### src/rtl/keypad_scanner.sv
// 4x4 matrix keypad scanner: row strobe walk, column debounce,
// one hex key code per press delivered over a valid/ack handshake.
module keypad_scanner #(
    parameter int SCAN_DIV_BITS  = 16,
    parameter int DEBOUNCE_SCANS = 4
) (
    input  logic       clk,
    input  logic       rst,
    output logic [3:0] rows,
    input  logic [3:0] cols,
    output logic [3:0] key_code,
    output logic       key_valid,
    input  logic       key_ack,
    output logic       overrun
);

    localparam int CW = $clog2(DEBOUNCE_SCANS + 1);
    localparam logic [CW-1:0] CNT_MAX = CW'(DEBOUNCE_SCANS);

    typedef enum logic [1:0] {
        SCAN,
        DEBOUNCE,
        HELD
    } state_e;

    logic [SCAN_DIV_BITS-1:0] presc_q;
    logic [3:0]  rows_q, rows_d;
    state_e      state_q, state_d;
    logic [CW-1:0] cnt_q, cnt_d, cnt_inc;
    logic [1:0]  col_q, col_d;
    logic [3:0]  code_q, code_d;
    logic        valid_q, valid_d;
    logic        ovr_q, ovr_d;
    logic        tick, hit, accept;
    logic [1:0]  col_idx, row_idx;

    assign tick    = &presc_q;
    assign hit     = ~&cols;
    assign cnt_inc = cnt_q + CW'(1);

    // Lowest-numbered pressed column wins
    always_comb begin
        col_idx = 2'd3;
        if (!cols[0])      col_idx = 2'd0;
        else if (!cols[1]) col_idx = 2'd1;
        else if (!cols[2]) col_idx = 2'd2;
    end

    always_comb begin
        case (rows_q)
            4'b1101: row_idx = 2'd1;
            4'b1011: row_idx = 2'd2;
            4'b0111: row_idx = 2'd3;
            default: row_idx = 2'd0;
        endcase
    end

    always_comb begin
        state_d = state_q;
        rows_d  = rows_q;
        cnt_d   = cnt_q;
        col_d   = col_q;
        accept  = 1'b0;
        if (tick) begin
            case (state_q)
                SCAN: begin
                    if (hit) begin
                        col_d   = col_idx;
                        cnt_d   = CW'(1);
                        state_d = DEBOUNCE;
                    end else begin
                        rows_d = {rows_q[2:0], rows_q[3]};
                    end
                end
                DEBOUNCE: begin
                    if (hit && col_idx == col_q) begin
                        if (cnt_inc == CNT_MAX) begin
                            accept  = 1'b1;
                            cnt_d   = '0;
                            state_d = HELD;
                        end else begin
                            cnt_d = cnt_inc;
                        end
                    end else begin
                        cnt_d   = '0;
                        state_d = SCAN;
                    end
                end
                HELD: begin
                    if (hit) begin
                        cnt_d = '0;
                    end else if (cnt_inc == CNT_MAX) begin
                        cnt_d   = '0;
                        state_d = SCAN;
                    end else begin
                        cnt_d = cnt_inc;
                    end
                end
                default: begin
                    cnt_d   = '0;
                    state_d = SCAN;
                end
            endcase
        end
    end

    // A same-cycle ack makes room for the new key, so no overrun then
    always_comb begin
        code_d  = code_q;
        valid_d = valid_q;
        ovr_d   = ovr_q;
        if (accept) begin
            code_d  = {row_idx, col_q};
            valid_d = 1'b1;
            if (valid_q && !key_ack) ovr_d = 1'b1;
        end else if (valid_q && key_ack) begin
            valid_d = 1'b0;
            ovr_d   = 1'b0;
        end
    end

    always_ff @(posedge clk or posedge rst) begin
        if (rst) begin
            presc_q <= '0;
            rows_q  <= 4'b1110;
            state_q <= SCAN;
            cnt_q   <= '0;
            col_q   <= '0;
            code_q  <= '0;
            valid_q <= 1'b0;
            ovr_q   <= 1'b0;
        end else begin
            presc_q <= presc_q + SCAN_DIV_BITS'(1);
            rows_q  <= rows_d;
            state_q <= state_d;
            cnt_q   <= cnt_d;
            col_q   <= col_d;
            code_q  <= code_d;
            valid_q <= valid_d;
            ovr_q   <= ovr_d;
        end
    end

    assign rows      = rows_q;
    assign key_code  = code_q;
    assign key_valid = valid_q;
    assign overrun   = ovr_q;

endmodule

### config.mk
export PLATFORM = sky130hd
export DESIGN_NAME = keypad_scanner
export DESIGN_NICKNAME = d
export VERILOG_FILES = /design/src/rtl/keypad_scanner.sv
export SDC_FILE = /design/constraint.sdc
export NUM_CORES = 1
export LEC_CHECK = 0
export ABC_AREA = 1
export ABC_CLOCK_PERIOD_IN_PS = 3960
export CAP_MARGIN = 5
export CORE_AREA = 8 8 65 81
export CTS_CLUSTER_SIZE = 40
export DETAILED_ROUTE_END_ITERATION = 8
export DIE_AREA = 0 0 73 89
export PLACE_DENSITY = 0.67
export SYNTH_ARGS = -nofsm -noshare
export SYNTH_HDL_FRONTEND = slang
export SYNTH_SLANG_ARGS = --single-unit
### constraint.sdc
create_clock -name clk -period 3.96 [get_ports clk]
set_input_delay 0.792 -clock clk [delete_from_list [all_inputs] [get_ports clk]]
set_output_delay 0.792 -clock clk [all_outputs]
set_load 0.1 [all_outputs]
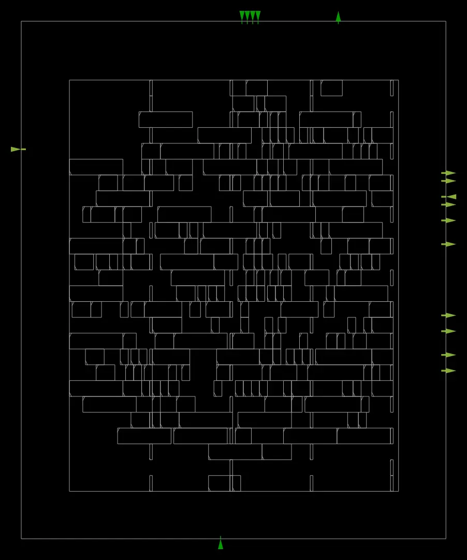
(placed standard cells)
final-layout fill cell count: 393
Finished Layout Cells: 278

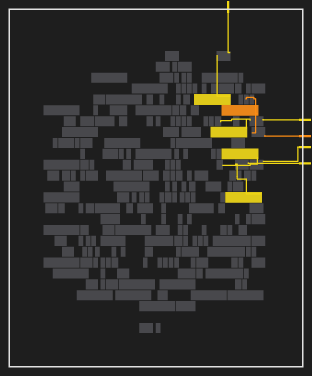
(nets reached from selected ports)
Drawn at 4 px/um.
yellow -> key_code  # bits 4, direction output, end cells 4, wire 94.2 um
orange -> key_valid  # bits 1, direction output, end cells 1, wire 21.7 um
buffers added on ports: 16
number of I/O pins: 17

==> run_summary.xml <==
<?xml version="1.0" encoding="UTF-8"?>
<metrics>
  <group name="synth">
    <metric name="synth-seq-cells" unit="">33</metric>
    <metric name="top_cells_by_count" unit="">nand2_1 (58), dfrtp_1 (30), inv_1 (23), nor2_1 (15), xnor2_1 (8)</metric>
    <metric name="yosys_cells" unit="">197</metric>
    <metric name="count_of_cell_types_in_the_netlist" unit="">23</metric>
    <metric name="synth-warning-count" unit="">0</metric>
    <metric name="synth_area" unit="um^2">1740</metric>
    <metric name="synth-main-ff-cell" unit="">dfrtp_1</metric>
    <metric name="synthesis.instances" unit="">197</metric>
    <metric name="netlist.top_cell.by_instances" unit="">nand2_1</metric>
    <metric name="synth_sequential_area_ratio" unit="">0.476</metric>
    <metric name="post-synth-top-area-cell" unit="">dfrtp_1</metric>
    <metric name="synthesis.area_per_instance" unit="um^2">8.84</metric>
    <metric name="synthTopCellsByArea" unit="">dfrtp_1 (43%), nand2_1 (13%), inv_1 (5.0%)</metric>
    <metric name="number_of_enable_flip_flop_cells" unit="">0</metric>
    <metric name="floorplan.nets" unit="">207</metric>
    <metric name="async_reset_ff_frac" unit="">1.00</metric>
    <metric name="yosysChipArea" unit="um^2">1740</metric>
    <metric name="yosys.area.top_type_share" unit="">0.431</metric>
  </group>
  <group name="route">
    <metric name="drcViolationCount" unit="">0</metric>
    <metric name="dr_total_vias" unit="">1274</metric>
    <metric name="wl_per_cell" unit="um">10.6</metric>
    <metric name="routed-wl-met3" unit="um">144</metric>
    <metric name="wl_met1" unit="mm">1.20</metric>
    <metric name="drtIter0Drc" unit="">25</metric>
    <metric name="detailed_route_wire_length" unit="mm">2.96</metric>
    <metric name="wl_met2" unit="mm">1.54</metric>
    <metric name="routed_via_density" unit="">4.58</metric>
    <metric name="highest_layer" unit="">met4</metric>
    <metric name="drt.antenna.violating_nets" unit="">0</metric>
    <metric name="drt_pass_1_iters" unit="">4</metric>
  </group>
  <group name="flow_run">
    <metric name="warning_count" unit="">27</metric>
    <metric name="timing.max_cap.violations" unit="">0</metric>
  </group>
  <group name="final_timing">
    <metric name="rsz0062_at_grt" unit="">no</metric>
    <metric name="finClkSkew" unit="ns">0.00186</metric>
    <metric name="layout_min_cycle_time" unit="ns">2.78</metric>
    <metric name="final.setup.worst_slack" unit="ns">1.18</metric>
    <metric name="relative_max_transition_margin" unit="">0.351</metric>
    <metric name="timing.fmax" unit="MHz">360</metric>
    <metric name="final.setup.tns" unit="ns">0</metric>
    <metric name="final.period_utilization" unit="">0.702</metric>
    <metric name="report.final.slew_viol_count" unit="">0</metric>
    <metric name="hold-worst-slack" unit="ns">0.488</metric>
    <metric name="setup_violations" unit="">0</metric>
    <metric name="worst-slew-pin-transition" unit="ns">0.970</metric>
    <metric name="finalHoldViolations" unit="">0</metric>
  </group>
  <group name="finish">
    <metric name="number_of_flip_flops_in_the_largest_register" unit="">16</metric>
    <metric name="post_route_cells_drive_above_1_share" unit="">0.126</metric>
    <metric name="antenna-diode-count" unit="">0</metric>
    <metric name="syn_to_final_growth" unit="%">18.2</metric>
    <metric name="final_design_area_excluding_fillers" unit="um^2">2060</metric>
    <metric name="nets" unit="">231</metric>
    <metric name="largest-register" unit="">presc_q</metric>
  </group>
  <group name="floorplan">
    <metric name="chipHeight" unit="um">89</metric>
    <metric name="die_x" unit="um">73</metric>
    <metric name="dieArea" unit="um^2">6500</metric>
    <metric name="floorplan.core_area" unit="um^2">4000</metric>
    <metric name="init_core_util" unit="">0.435</metric>
    <metric name="row_count" unit="">26</metric>
  </group>
  <group name="critical_path">
    <metric name="crit_path_max_incr_delay" unit="ns">1.14</metric>
    <metric name="critical_path_peak_fanout" unit="">5</metric>
    <metric name="critPathArrivalTime" unit="ns">1.99</metric>
    <metric name="crit-reg2reg-launch" unit="">presc_q[0]</metric>
    <metric name="worstSetupPathType" unit="">flop to output port</metric>
    <metric name="critPathLaunch" unit="">rows[3]</metric>
    <metric name="critical_path.slowest_cell" unit="">clkdlybuf4s50_1</metric>
    <metric name="worst-endpoint-required" unit="ns">3.17</metric>
    <metric name="critPathCaptureType" unit="">output port</metric>
    <metric name="setup.worst_path.start_class" unit="">flop</metric>
    <metric name="timing.critical_path.buf_inv" unit="">1</metric>
    <metric name="timing.critical_path.max_delay_family" unit="">buffers and inverters</metric>
    <metric name="crit_chain" unit="">clkdlybuf4s50_1</metric>
  </group>
  <group name="clock_tree">
    <metric name="tritoncts_num_sinks" unit="">33</metric>
    <metric name="post-cts-setup-buffers" unit="">0</metric>
    <metric name="cts_resized" unit="">0</metric>
    <metric name="tritoncts.num_buffers" unit="">5</metric>
    <metric name="cts_root_buffer" unit="">clkbuf_8</metric>
    <metric name="cts_tree" unit="">done</metric>
    <metric name="htreeDepth" unit="">2</metric>
    <metric name="cts_hold_buf" unit="">0</metric>
    <metric name="clock.latency.late_pin" unit="ns">0.28</metric>
    <metric name="worst_setup_hold_path_clk_slew" unit="ns">0.06</metric>
    <metric name="ctsLongestPathBuffers" unit="">2</metric>
  </group>
  <group name="power_and_ir_drop">
    <metric name="total_power" unit="uW">594</metric>
    <metric name="ir_drop" unit="uV">189</metric>
    <metric name="p_sw" unit="uW">125</metric>
    <metric name="pwr-share-clk" unit="">0.400</metric>
    <metric name="power_density_over_the_cells" unit="nW/um^2">288</metric>
    <metric name="leakagePower" unit="uW">0.000956</metric>
    <metric name="power_switching_share" unit="">0.210</metric>
    <metric name="power.sequential.fraction" unit="">0.568</metric>
    <metric name="power_report.internal_total" unit="uW">469</metric>
    <metric name="p_comb_frac" unit="">0.032</metric>
  </group>
  <group name="placed_design">
    <metric name="detailedPlace.worstSlack" unit="ns">1.48</metric>
    <metric name="gp_congestion" unit="">0.780</metric>
    <metric name="placed_cell_area" unit="um^2">1980</metric>
    <metric name="dp_hpwl" unit="mm">2.32</metric>
  </group>
  <group name="min_path">
    <metric name="min_path_type" unit="">flop to flop</metric>
    <metric name="hp-start" unit="">presc_q[9]</metric>
  </group>
  <group name="grt">
    <metric name="antenna_violations_before_repair" unit="">0</metric>
    <metric name="grt_first_pass_wirelength" unit="mm">5.26</metric>
    <metric name="grt_use_total" unit="">0.103</metric>
    <metric name="grt.overflow.total" unit="">0</metric>
    <metric name="via_count_of_the_first_global_routing_pass" unit="">1301</metric>
    <metric name="grt_start_max_net_pins" unit="">34</metric>
  </group>
  <group name="run_status">
    <metric name="status" unit="">completed</metric>
  </group>
</metrics>
-- cell usage in the layout, fill, tap and decap left out, drive strengths merged --
| cell | count |
|---|---|
| buf | 1 |
| o21ai | 11 |
| clkbuf | 8 |
| o21a | 1 |
| xor2 | 7 |
| nand2 | 62 |
| nor2 | 24 |
| xnor2 | 8 |
| clkdlybuf4s50 | 16 |
| a21oi | 5 |
| dfrtp | 30 |
| ha | 3 |
| nand3 | 12 |
| nor3 | 2 |
| inv | 23 |
| nand4 | 6 |
| dfstp | 3 |
-- layer usage --
metal,vias to the layer above,GRT usage
li1,667,-
met1,581,0.104
met2,18,0.188
met3,8,0.0258
met4,0,0.0602
met5,-,0
-- power by group through the flow --
stage	combinational (uW)	sequential (uW)	clock, uW
3_5_place_dp	19.7	343	0
3_3_place_gp	19.4	343	0
5_1_grt	21.8	337	260
6_report	18.9	337	237
2_1_floorplan	9.32	343	0
4_1_cts	19.7	337	250
-- cells by family after synthesis --
| kind of cell | share of synthesized area |
|---|---|
| compound gates | 0.0503 |
| xor+xnor | 0.0754 |
| fa+ha+maj | 0.0216 |
| buf+inv | 0.0496 |
| flops | 0.476 |
| simple gates | 0.327 |
-- per-stage QoR --
stage,utilization,instances
final,0.515,278
after global routing,0.515,278
after CTS,0.515,278
after detailed placement,0.495,270
after global placement,0.495,270
after floorplan,-,197
-- path summary, 6_finish.rpt --
path,endpoint,slack [ns],cells after the start
setup / recovery,rows[3],1.18,1
hold / removal,presc_q[9],0.49,1
setup reg to reg,key_code[0],2.36,8
hold reg to reg,presc_q[9],0.49,1
max in group asynchronous,rows[2],2.73,3
min in group asynchronous,presc_q[13],0.90,3
-- final cells by class --
cell class	count	area, um^2
clock buffer	8	80.1
fill	393	1940
inverter	23	86.3
multi-input combinational	141	826
sequential	33	830
tap	56	70.1
timing repair buffer	17	168
Power and IR drop assume default switching activity.
